`config.mk`:
```
export PLATFORM = sky130hd
export DESIGN_NAME = fc_ctrl
export DESIGN_NICKNAME = d
export VERILOG_FILES = /design/src/rtl/fc_pkg.sv /design/src/rtl/fc_argmax.sv /design/src/rtl/fc_ctrl.sv
export SDC_FILE = /design/constraint.sdc
export NUM_CORES = 2
export LEC_CHECK = 0
export CORE_AREA = 8 8 410 412
export DETAILED_ROUTE_END_ITERATION = 16
export DIE_AREA = 0 0 418 420
export GPL_ROUTABILITY_DRIVEN = 0
export SLEW_MARGIN = 20
export SYNTH_ARGS = -nofsm -noshare
export SYNTH_HDL_FRONTEND = slang
export SYNTH_SLANG_ARGS = --single-unit
```
`constraint.sdc`:
```
create_clock -name clk -period 23.4 [get_ports clk]
set_input_delay 4.68 -clock clk [delete_from_list [all_inputs] [get_ports clk]]
set_output_delay 4.68 -clock clk [all_outputs]
set_load 0.005 [all_outputs]
```
`src/rtl/fc_pkg.sv`:
```
// rtl/fc_pkg.sv - shared FSM encoding, default parameters and width helper for fc_ctrl
package fc_pkg;

    localparam int CLASS_NUM_DEF  = 30;
    localparam int W_WL_DEF       = 1;
    localparam int INPUT_SIZE_DEF = 162;
    localparam int D_WL_DEF       = 16;
    localparam int WAIT_MAX_DEF   = 1024;

    typedef enum logic [2:0] {
        S_IDLE   = 3'd0,
        S_FETCH  = 3'd1,
        S_DRAIN  = 3'd2,
        S_WAIT   = 3'd3,
        S_ARGMAX = 3'd4,
        S_OUT    = 3'd5
    } fc_state_e;

    // Bits needed to index v distinct values (AW = clog2(INPUT_SIZE), CW = clog2(CLASS_NUM)).
    function automatic int clog2(input int v);
        int r;
        r = 0;
        for (int i = 0; i < 31; i++) begin
            if ((1 << i) < v) r = i + 1;
        end
        return r;
    endfunction

endpackage

```
`src/rtl/fc_argmax.sv`:
```
// rtl/fc_argmax.sv - sequential argmax, one class per cycle, ties keep the lowest index
module fc_argmax
    import fc_pkg::*;
#(
    parameter int CLASS_NUM = CLASS_NUM_DEF,
    parameter int D_WL      = D_WL_DEF,
    parameter int CW        = clog2(CLASS_NUM_DEF)
) (
    input  logic                      clk,
    input  logic                      rst,
    input  logic                      start,
    input  logic [CLASS_NUM*D_WL-1:0] scores,
    output logic                      done,
    output logic [CW-1:0]             max_idx
);

    logic signed [D_WL-1:0] sc [CLASS_NUM];

    // Class j lives in slice CLASS_NUM-1-j, so class 0 is the top slice.
    for (genvar k = 0; k < CLASS_NUM; k++) begin : g_unpack
        assign sc[k] = scores[(CLASS_NUM-1-k)*D_WL +: D_WL];
    end

    logic                   run_q,  run_d;
    logic [CW-1:0]          j_q,    j_d;
    logic [CW-1:0]          idx_q,  idx_d;
    logic signed [D_WL-1:0] best_q, best_d;

    always_comb begin
        run_d  = run_q;
        j_d    = j_q;
        idx_d  = idx_q;
        best_d = best_q;
        done   = 1'b0;
        if (start) begin
            run_d  = 1'b1;
            j_d    = '0;
            idx_d  = '0;
            best_d = {1'b1, {(D_WL-1){1'b0}}};
        end else if (run_q) begin
            // Seeded with the most negative value so an all-minimum vector still yields class 0.
            if (sc[j_q] > best_q) begin
                best_d = sc[j_q];
                idx_d  = j_q;
            end
            if (j_q == CW'(CLASS_NUM - 1)) begin
                run_d = 1'b0;
                done  = 1'b1;
            end else begin
                j_d = j_q + CW'(1);
            end
        end
        max_idx = idx_d;
    end

    always_ff @(posedge clk or posedge rst) begin
        if (rst) begin
            run_q  <= 1'b0;
            j_q    <= '0;
            idx_q  <= '0;
            best_q <= '0;
        end else begin
            run_q  <= run_d;
            j_q    <= j_d;
            idx_q  <= idx_d;
            best_q <= best_d;
        end
    end

endmodule

```
`src/rtl/fc_ctrl.sv`:
```
// rtl/fc_ctrl.sv - fully-connected layer sequencer: stream operands, await array result, argmax
module fc_ctrl
    import fc_pkg::*;
#(
    parameter int CLASS_NUM  = CLASS_NUM_DEF,
    parameter int W_WL       = W_WL_DEF,
    parameter int INPUT_SIZE = INPUT_SIZE_DEF,
    parameter int D_WL       = D_WL_DEF,
    parameter int WAIT_MAX   = WAIT_MAX_DEF,
    localparam int AW        = clog2(INPUT_SIZE),
    localparam int CW        = clog2(CLASS_NUM)
) (
    input  logic                      clk,
    input  logic                      rst,
    input  logic                      start,
    output logic                      busy,
    output logic                      fm_rd_en,
    output logic [AW-1:0]             fm_addr,
    input  logic [D_WL-1:0]           fm_rdata,
    output logic                      w_rd_en,
    output logic [AW-1:0]             w_addr,
    input  logic [CLASS_NUM*W_WL-1:0] w_rdata,
    output logic                      fc_in_valid,
    output logic [D_WL-1:0]           fc_x,
    output logic [CLASS_NUM*W_WL-1:0] fc_w,
    input  logic                      fc_o_valid,
    input  logic [CLASS_NUM*D_WL-1:0] fc_o,
    output logic                      res_valid,
    input  logic                      res_ready,
    output logic [CLASS_NUM*D_WL-1:0] res_data,
    output logic [CW-1:0]             res_class,
    output logic                      err
);

    localparam int WTW = clog2(WAIT_MAX + 1);

    fc_state_e                 state_q,       state_d;
    logic                      busy_q,        busy_d;
    logic                      fm_rd_en_q,    fm_rd_en_d;
    logic [AW-1:0]             fm_addr_q,     fm_addr_d;
    logic                      fc_in_valid_q, fc_in_valid_d;
    logic [WTW-1:0]            wait_cnt_q,    wait_cnt_d;
    logic                      err_q,         err_d;
    logic                      res_valid_q,   res_valid_d;
    logic [CLASS_NUM*D_WL-1:0] res_data_q,    res_data_d;
    logic [CW-1:0]             res_class_q,   res_class_d;

    logic          am_start;
    logic          am_done;
    logic [CW-1:0] am_class;

    fc_argmax #(
        .CLASS_NUM (CLASS_NUM),
        .D_WL      (D_WL),
        .CW        (CW)
    ) u_argmax (
        .clk     (clk),
        .rst     (rst),
        .start   (am_start),
        .scores  (res_data_q),
        .done    (am_done),
        .max_idx (am_class)
    );

    always_comb begin
        state_d     = state_q;
        fm_rd_en_d  = 1'b0;
        fm_addr_d   = fm_addr_q;
        wait_cnt_d  = wait_cnt_q;
        err_d       = 1'b0;
        res_valid_d = res_valid_q;
        res_data_d  = res_data_q;
        res_class_d = res_class_q;
        am_start    = 1'b0;
        case (state_q)
            S_IDLE: begin
                if (start) begin
                    state_d    = S_FETCH;
                    fm_rd_en_d = 1'b1;
                    fm_addr_d  = '0;
                end
            end
            S_FETCH: begin
                if (fm_addr_q == AW'(INPUT_SIZE - 1)) begin
                    state_d   = S_DRAIN;
                    fm_addr_d = '0;
                end else begin
                    fm_rd_en_d = 1'b1;
                    fm_addr_d  = fm_addr_q + AW'(1);
                end
            end
            S_DRAIN: begin
                state_d    = S_WAIT;
                wait_cnt_d = '0;
            end
            S_WAIT: begin
                // A result arriving on the final budgeted cycle still wins over the timeout.
                if (fc_o_valid) begin
                    res_data_d = fc_o;
                    am_start   = 1'b1;
                    state_d    = S_ARGMAX;
                end else if (wait_cnt_q == WTW'(WAIT_MAX - 1)) begin
                    err_d   = 1'b1;
                    state_d = S_IDLE;
                end else begin
                    wait_cnt_d = wait_cnt_q + WTW'(1);
                end
            end
            S_ARGMAX: begin
                if (am_done) begin
                    res_class_d = am_class;
                    res_valid_d = 1'b1;
                    state_d     = S_OUT;
                end
            end
            S_OUT: begin
                if (res_ready) begin
                    res_valid_d = 1'b0;
                    state_d     = S_IDLE;
                end
            end
            default: state_d = S_IDLE;
        endcase
        busy_d        = (state_d != S_IDLE);
        fc_in_valid_d = fm_rd_en_q;
    end

    always_ff @(posedge clk or posedge rst) begin
        if (rst) begin
            state_q       <= S_IDLE;
            busy_q        <= 1'b0;
            fm_rd_en_q    <= 1'b0;
            fm_addr_q     <= '0;
            fc_in_valid_q <= 1'b0;
            wait_cnt_q    <= '0;
            err_q         <= 1'b0;
            res_valid_q   <= 1'b0;
            res_data_q    <= '0;
            res_class_q   <= '0;
        end else begin
            state_q       <= state_d;
            busy_q        <= busy_d;
            fm_rd_en_q    <= fm_rd_en_d;
            fm_addr_q     <= fm_addr_d;
            fc_in_valid_q <= fc_in_valid_d;
            wait_cnt_q    <= wait_cnt_d;
            err_q         <= err_d;
            res_valid_q   <= res_valid_d;
            res_data_q    <= res_data_d;
            res_class_q   <= res_class_d;
        end
    end

    // Both memories share one address counter so their read streams stay aligned.
    assign busy        = busy_q;
    assign fm_rd_en    = fm_rd_en_q;
    assign fm_addr     = fm_addr_q;
    assign w_rd_en     = fm_rd_en_q;
    assign w_addr      = fm_addr_q;
    assign fc_in_valid = fc_in_valid_q;
    assign fc_x        = fm_rdata;
    assign fc_w        = w_rdata;
    assign res_valid   = res_valid_q;
    assign res_data    = res_data_q;
    assign res_class   = res_class_q;
    assign err         = err_q;

endmodule
```
Wiring heat map:
The bar under the picture is 100 um long. 21 x 21 tiles, from dark blue (low) to red (high), scaled to the fullest tile. Values are wire area over tile area, all layers added.
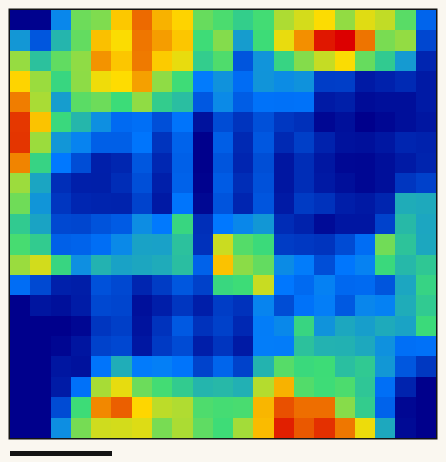
tiles over half the peak: 27%
mean over tiles: 0.15
nearly empty tiles: 7.3%
fullest tile: 0.45
densest ninth of the die: top left

Routing congestion:
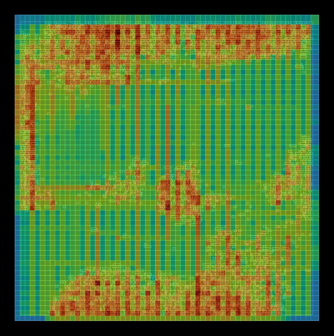
gr usage total: 16.7%
final core utilization: 24.4%

Cell classes on the final placement:
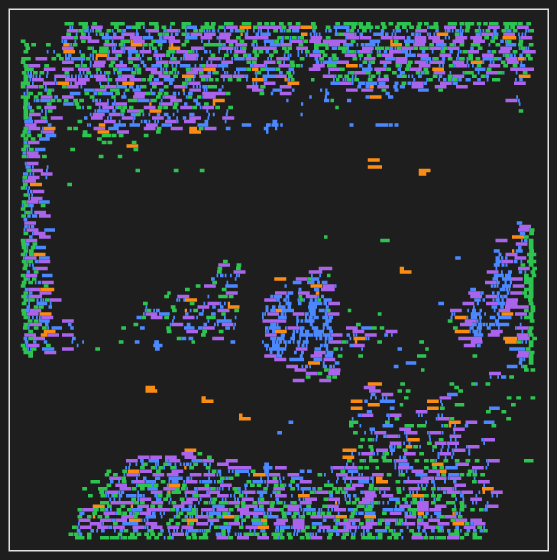
[clock drivers and dummy loads] orange | cells: 121
[all other logic] blue | cells: 1957
[other buffers and delay cells] green | cells: 1022
[flip-flops] purple | cells: 539
Core Area: 0.162 sq mm
row count: 148
register fraction of the total cell area: 34.2%
Finished Cell Area: 0.0395 sq mm

==> results_dict.tcl <==
# metrics dict for downstream scripts
set metrics [dict create \
    ir_drop_v 0.0000630 \
    clock_area_share_pct 5.92 \
    clock.fmax_mhz 107 \
    async_reset_ff_share_pct 100 \
    grt_use_met3_pct 6.48 \
    slew_headroom_pct 29.8 \
    cp-end-kind "output pin" \
    syn2layout_area_growth_pct 56.3 \
    min_from "fm_rd_en" \
    post_cts_buffers 0 \
    portBuffers 991 \
    lay_top_count "nand2_1" \
    antenna_found_initial 34 \
    avgSynthCellArea_sq_um 9.29 \
    dp_cells 5693 \
    top_usage_layer "met2" \
    drc 0 \
    reg2reg_slack_ps 16910 \
    cts_root_buf "clkbuf_16" \
    routed_wl_um 155000 \
    grt_pass1_wl_um 206000 \
    seq_cells 539 \
    logic_area_sq_mm 0.0106 \
    p_sw_mw 0.918 \
    hpwl_um 124000 \
    hold_buffers 0 \
    inv_count 23 \
    wl_per_cell_um 26.5 \
    hold-path-endpoint "fc_in_valid" \
    buf_share_pct 25.8 \
    worst_hold_path_type "flip-flop to flip-flop" \
    comb_share_pct 26.9 \
    setup_slack_ps 14040 \
    ys_area_sq_mm 0.0253 \
    numCtsBuffers 70 \
    rsz0062_at_grt "false" \
    status "complete, no violations" \
    clkPwrFrac_pct 38.7 \
    cts_max_level 3 \
    fp_util_pct 15.6 \
    syn-num-nets 3272 \
    synth_cells 2720 \
    p_sw_share_pct 31.6 \
    r2r_start "u_argmax.j_q[0]" \
    ys_ff 539 \
    cts.sinks 539 \
    ioPinCount 1084 \
    synth.top_cell.area_share_pct 53.4 \
    buffers 1022 \
]
registers in the layout (all words and copies together), names as in the netlist:
| signal | cells |
|---|---|
| busy | 1 |
| err | 1 |
| fc_in_valid | 1 |
| fm_addr | 8 |
| fm_rd_en | 1 |
| res_class | 5 |
| res_data | 480 |
| res_valid | 1 |
| state_q | 3 |
| u_argmax.best_q | 16 |
| u_argmax.idx_q | 5 |
| u_argmax.j_q | 5 |
| u_argmax.run_q | 1 |
| wait_cnt_q | 11 |
cells by family after synthesis:
family,share of synthesized area [%]
AOI/OAI and AO/OA,3.10
adders and majority gates,1.04
buffers and inverters,4.69
DFF,53.4
muxes,12.7
and+or+nand+nor,24.8
xor gates and xnor gates,0.381
